Fig. 1: signal wires by layer
The bar under the picture is 20 µm long.
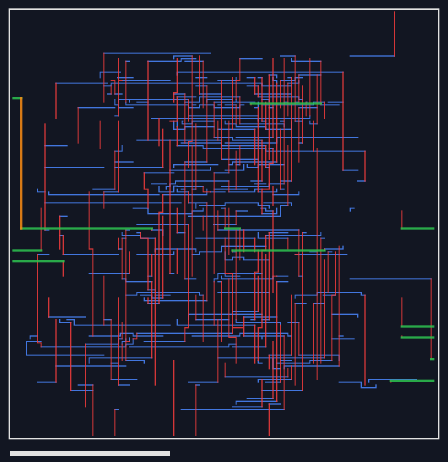
Fig. 2: cell sizes after repair
The bar under the picture is 20 µm long.
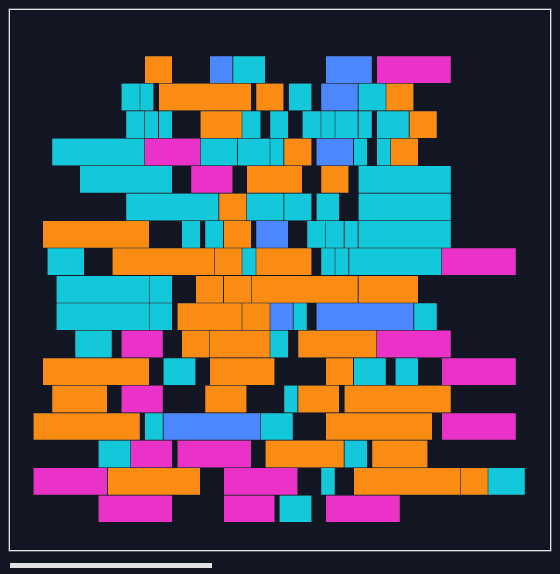
Fig. 3: register map, names as in the netlist
The bar under the picture is 20 µm long.
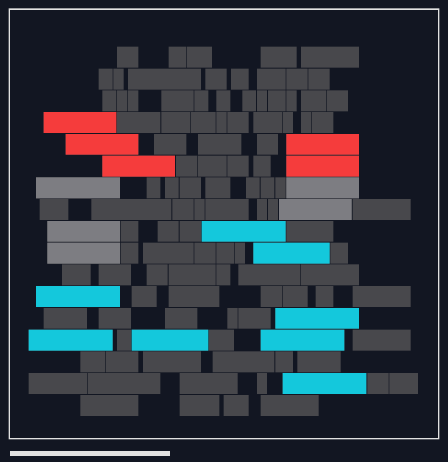
[config.mk]
export PLATFORM = sky130hd
export DESIGN_NAME = emergency_request_ctrl_flat
export DESIGN_NICKNAME = d
export VERILOG_FILES = /design/src/rtl/emergency_request_ctrl_pkg.sv /design/src/rtl/emergency_request_ctrl_if.sv /design/src/rtl/emergency_request_ctrl_sync_2ff.sv /design/src/rtl/emergency_request_ctrl.sv /design/src/flat_wrapper.sv
export SDC_FILE = /design/constraint.sdc
export NUM_CORES = 1
export LEC_CHECK = 0
export CAP_MARGIN = 20
export CORE_MARGIN = 2
export CORE_UTILIZATION = 37
export CTS_CLUSTER_SIZE = 28
export DETAILED_ROUTE_END_ITERATION = 8
export PLACE_DENSITY_LB_ADDON = 0.05
export SETUP_SLACK_MARGIN = 0.3
export SYNTH_ARGS = -nofsm -noshare
export SYNTH_HDL_FRONTEND = slang
export SYNTH_HIERARCHICAL = 1
export SYNTH_SLANG_ARGS = --single-unit
[constraint.sdc]
create_clock -name clk -period 1.6 [get_ports clk]
set_input_delay 0.24 -clock clk [delete_from_list [all_inputs] [get_ports clk]]
set_output_delay 0.24 -clock clk [all_outputs]
set_load 0.1 [all_outputs]
[src/rtl/emergency_request_ctrl_pkg.sv]
// Shared definitions for the emergency request controller and its neighbours.
// Contents:
//   erc_state_t            FSM state encoding (ERC_IDLE/QUALIFY/FIRE/HOLDOFF)
//   LIGHT_* indices        bit positions within a light-output vector
//   EVENT_W / EVENT_MAX    width and ceiling of the maintenance event counter
//   sat_inc()              saturating increment for the event counter
package emergency_request_ctrl_pkg;

  typedef enum logic [1:0] {
    ERC_IDLE    = 2'd0,
    ERC_QUALIFY = 2'd1,
    ERC_FIRE    = 2'd2,
    ERC_HOLDOFF = 2'd3
  } erc_state_t;

  localparam int LIGHT_LEFT   = 3;
  localparam int LIGHT_GREEN  = 2;
  localparam int LIGHT_YELLOW = 1;
  localparam int LIGHT_RED    = 0;

  localparam int                EVENT_W   = 8;
  localparam logic [EVENT_W-1:0] EVENT_MAX = '1;

  // Maintenance counters stick at their ceiling instead of wrapping back to 0,
  // so a busy intersection never appears to have had no emergencies.
  function automatic logic [EVENT_W-1:0] sat_inc(input logic [EVENT_W-1:0] v);
    return (v == EVENT_MAX) ? v : v + 8'd1;
  endfunction

endpackage

[src/rtl/emergency_request_ctrl_if.sv]
// Signal bundle between the sensor/maintenance side and the request controller.
//   sensor_raw   raw emergency sensor, asynchronous to clk
//   inhibit      synchronous suppress of new pulses (maintenance mode)
//   emergency    one-cycle pulse toward the light controllers
//   active       high while a pulse or its holdoff window is in progress
//   event_count  saturating count of pulses fired
// master: drives sensor_raw/inhibit and observes the rest.
// slave:  the controller itself.
interface emergency_request_ctrl_if;
  import emergency_request_ctrl_pkg::*;

  logic               sensor_raw;
  logic               inhibit;
  logic               emergency;
  logic               active;
  logic [EVENT_W-1:0] event_count;

  modport master (
    output sensor_raw,
    output inhibit,
    input  emergency,
    input  active,
    input  event_count
  );

  modport slave (
    input  sensor_raw,
    input  inhibit,
    output emergency,
    output active,
    output event_count
  );

endinterface

[src/rtl/emergency_request_ctrl_sync_2ff.sv]
// sync_2ff: generic two-flop synchroniser for slow asynchronous inputs
// (emergency sensor today, pedestrian buttons later).
// Ports:
//   clk    destination clock, rising edge
//   rst_n  asynchronous active-low reset, clears both stages
//   d      asynchronous input vector
//   q      synchronised output, two clk edges behind d
module sync_2ff #(
  parameter int W = 1
) (
  input  logic         clk,
  input  logic         rst_n,
  input  logic [W-1:0] d,
  output logic [W-1:0] q
);

  logic [W-1:0] s1;

  // First stage may go metastable; the second stage gives it a full cycle
  // to resolve before anything downstream looks at the value.
  always_ff @(posedge clk or negedge rst_n) begin
    if (!rst_n) begin
      s1 <= '0;
      q  <= '0;
    end else begin
      s1 <= d;
      q  <= s1;
    end
  end

endmodule

[src/rtl/emergency_request_ctrl.sv]
// emergency_request_ctrl: turns a raw emergency-vehicle sensor into clean,
// rate-limited one-cycle pulses for the trafficlightNS/EW emergency input.
// Ports:
//   clk    system clock, rising edge
//   rst_n  asynchronous active-low reset
//   bus    slave side of emergency_request_ctrl_if
//          (sensor_raw, inhibit in; emergency, active, event_count out)
// Parameters:
//   DEBOUNCE_CYCLES  synced-high samples needed before a pulse (>=1)
//   HOLDOFF_CYCLES   cycles after a pulse with no new pulse (>=2)
//   CNT_W            counter width, must hold max(DEBOUNCE, HOLDOFF)
module emergency_request_ctrl
  import emergency_request_ctrl_pkg::*;
#(
  parameter int DEBOUNCE_CYCLES = 4,
  parameter int HOLDOFF_CYCLES  = 8,
  parameter int CNT_W           = 5
) (
  input  logic                     clk,
  input  logic                     rst_n,
  emergency_request_ctrl_if.slave  bus
);

  localparam logic [CNT_W-1:0] DEBOUNCE_LAST = CNT_W'(DEBOUNCE_CYCLES - 1);
  localparam logic [CNT_W-1:0] HOLDOFF_LAST  = CNT_W'(HOLDOFF_CYCLES - 1);

  logic               s_sync;
  logic               request;
  erc_state_t         state;
  erc_state_t         next_state;
  logic [CNT_W-1:0]   cnt;
  logic [CNT_W-1:0]   cnt_next;
  logic               emergency_q;
  logic               active_q;
  logic [EVENT_W-1:0] event_count_q;

  sync_2ff #(.W(1)) u_sync (
    .clk   (clk),
    .rst_n (rst_n),
    .d     (bus.sensor_raw),
    .q     (s_sync)
  );

  // A request only counts when the synced sensor is high and maintenance
  // mode is off; inhibit is already in the clk domain.
  assign request = s_sync & ~bus.inhibit;

  // State and shared debounce/holdoff counter.
  always_ff @(posedge clk or negedge rst_n) begin
    if (!rst_n) begin
      state <= ERC_IDLE;
      cnt   <= '0;
    end else begin
      state <= next_state;
      cnt   <= cnt_next;
    end
  end

  // Next-state logic. One counter serves both the debounce run in QUALIFY
  // and the holdoff window; FIRE always clears it on the way to HOLDOFF.
  // At the end of holdoff a still-present request re-fires immediately,
  // so a held sensor yields a steady pulse train without re-debouncing.
  always_comb begin
    next_state = state;
    cnt_next   = cnt;
    case (state)
      ERC_IDLE: begin
        if (request) begin
          if (DEBOUNCE_CYCLES == 1) begin
            next_state = ERC_FIRE;
            cnt_next   = '0;
          end else begin
            next_state = ERC_QUALIFY;
            cnt_next   = CNT_W'(1);
          end
        end
      end
      ERC_QUALIFY: begin
        if (!request) begin
          next_state = ERC_IDLE;
          cnt_next   = '0;
        end else if (cnt == DEBOUNCE_LAST) begin
          next_state = ERC_FIRE;
          cnt_next   = '0;
        end else begin
          cnt_next = cnt + CNT_W'(1);
        end
      end
      ERC_FIRE: begin
        next_state = ERC_HOLDOFF;
        cnt_next   = '0;
      end
      ERC_HOLDOFF: begin
        if (cnt == HOLDOFF_LAST) begin
          next_state = request ? ERC_FIRE : ERC_IDLE;
          cnt_next   = '0;
        end else begin
          cnt_next = cnt + CNT_W'(1);
        end
      end
      default: begin
        next_state = ERC_IDLE;
        cnt_next   = '0;
      end
    endcase
  end

  // Outputs are flops loaded from next_state so they line up exactly with
  // the state register while staying glitch-free for the light controllers.
  always_ff @(posedge clk or negedge rst_n) begin
    if (!rst_n) begin
      emergency_q   <= 1'b0;
      active_q      <= 1'b0;
      event_count_q <= '0;
    end else begin
      emergency_q <= (next_state == ERC_FIRE);
      active_q    <= (next_state == ERC_FIRE) || (next_state == ERC_HOLDOFF);
      if (next_state == ERC_FIRE) begin
        event_count_q <= sat_inc(event_count_q);
      end
    end
  end

  assign bus.emergency   = emergency_q;
  assign bus.active      = active_q;
  assign bus.event_count = event_count_q;

endmodule

[src/flat_wrapper.sv]
// flat-port wrapper written by rule: the top's interface ports become plain ports
module emergency_request_ctrl_flat import emergency_request_ctrl_pkg::*;
#(
  parameter int DEBOUNCE_CYCLES = 4,
  parameter int HOLDOFF_CYCLES  = 8,
  parameter int CNT_W           = 5
)
  (clk, rst_n, bus_sensor_raw, bus_inhibit, bus_emergency, bus_active, bus_event_count);
  emergency_request_ctrl_if bus_i ();
  input  logic clk;
  input  logic rst_n;
  input wire logic [$bits(bus_i.sensor_raw)-1:0] bus_sensor_raw;
  input wire logic [$bits(bus_i.inhibit)-1:0] bus_inhibit;
  output wire logic [$bits(bus_i.emergency)-1:0] bus_emergency;
  output wire logic [$bits(bus_i.active)-1:0] bus_active;
  output wire logic [$bits(bus_i.event_count)-1:0] bus_event_count;
  assign bus_i.sensor_raw = bus_sensor_raw;
  assign bus_i.inhibit = bus_inhibit;
  assign bus_emergency = bus_i.emergency;
  assign bus_active = bus_i.active;
  assign bus_event_count = bus_i.event_count;
  emergency_request_ctrl #(.DEBOUNCE_CYCLES(DEBOUNCE_CYCLES), .HOLDOFF_CYCLES(HOLDOFF_CYCLES), .CNT_W(CNT_W)) u_core (.clk(clk), .rst_n(rst_n), .bus(bus_i));
endmodule
==> summary.txt <==
Summary of implementation figures.

Run status
The run finished, with violations left. The checks that failed: setup timing.

Detailed routing
Signal routing reaches up to met4. The antenna violation net count after detailed routing is 0. According to the report, the first pass of detailed routing completed in 4 iterations.

Layout
In the layout the tool counted multi-input logic cells amounting to 66. The library cells used most frequently in the layout, excluding fill and tap cells, are 13 x buf_4, 10 x buf_12, 10 x nand2_1. In the final layout, the fill cell count is 170.

GRT
The number of antenna violations at the first check in global routing is 0. Per the GRT congestion report, total overflow comes to 0. Global routing put the most usage on met2. For this run, global-route usage on met3 was measured as 0.02825.

Pwr
The power per cell area is 1422 nW/µm². The leakage power is 0.6466 nW. The share of total power dissipated in sequential elements is 0.318. The share of total power dissipated in combinational logic is 0.555. VDD sags by at most 1.033 mV.

The clock network power share is 0.127.

Placement
After detailed placement, the total cell area comes to 1363 µm². RePlAce ended its routability-driven mode at a weighted congestion of 0.7964. The total placed cells including tap cells is 138.

Logic synthesis
The top-area cell type share of the netlist area is 0.4966. The synthesized netlist contains 29 unique library cells. The xor/xnor share of the synthesized area is 0.06759. The most common cell in the synthesized netlist is dfrtp_1. The netlist area before placement is 907.1 µm². Once synthesis finished, the tally of register bits stood at 18. After synthesis, the most frequently instantiated cells are 18 x dfrtp_1, 10 x nand2_1, 8 x nor2_1, 6 x o21ai_0, 6 x xor2_1.

Clock network
TritonCTS built the clock tree. Per the post-CTS timing run, clock transition at the registers of the reported paths is 120 ps. After clock tree synthesis, the setup repair step added 7 buffers.

The CTS report gives the tree buffer count as 3. Per the CTS log, the root buffer master is clkbuf_4.

Worst hold path
The path class of the lowest-slack min-delay path is input pin to async pin.

Setup path
The maximum net fanout on the critical path is 6. The required time at the worst endpoint is listed as 1810 ps. The end point of the critical path is u_core/bus.event_count[5]$_DFFE_PN0P_. The register-to-register setup slack is -1 ps. The category of the most critical setup path is flop to flop. The worst setup path is captured at a flop. In this run the critical register-to-register path is launched from u_core/cnt[0]$_DFFE_PN0P_.

Timing
The slack of the critical path is -1.278 ps. Per the final timing report, the hold violations number 0. In the final report, the number of endpoints failing setup comes to 1.

Die
For this floorplan the total number of well-tap instances is 28. The floorplan core density is 0.4023.

Run
The number of max-cap violations is 0.
Back to the opening pictures, Fig. 1:
orange -> M4  # wire length 16.3 µm
red -> M2  # wire length 1100 µm
green -> M3  # wire length 66.2 µm
blue -> M1  # wire length 1040 µm
vias: 788
overall track demand over capacity in global routing: 0.1869
Final Routed Wirelength: 2.224 mm

Back to the opening pictures, Fig. 2:
blue -> x2  # cells 8, share 6.6%
orange -> x3 and x4  # cells 39, share 32%, most used buf_4
cyan -> x1 and smaller  # cells 58, share 48%, most used nand2_1
magenta -> x6 and larger  # cells 16, share 13%, most used buf_12
buffers outside the clock class: 31
Final Worst Setup Slack: -1.278 ps
cell area after layout: 1540 µm²

Back to the opening pictures, Fig. 3:
red -> u_core/cnt  # flops 5
cyan -> u_core/bus.event_count  # flops 8
not coloured = 5

Power and IR drop assume default switching activity.
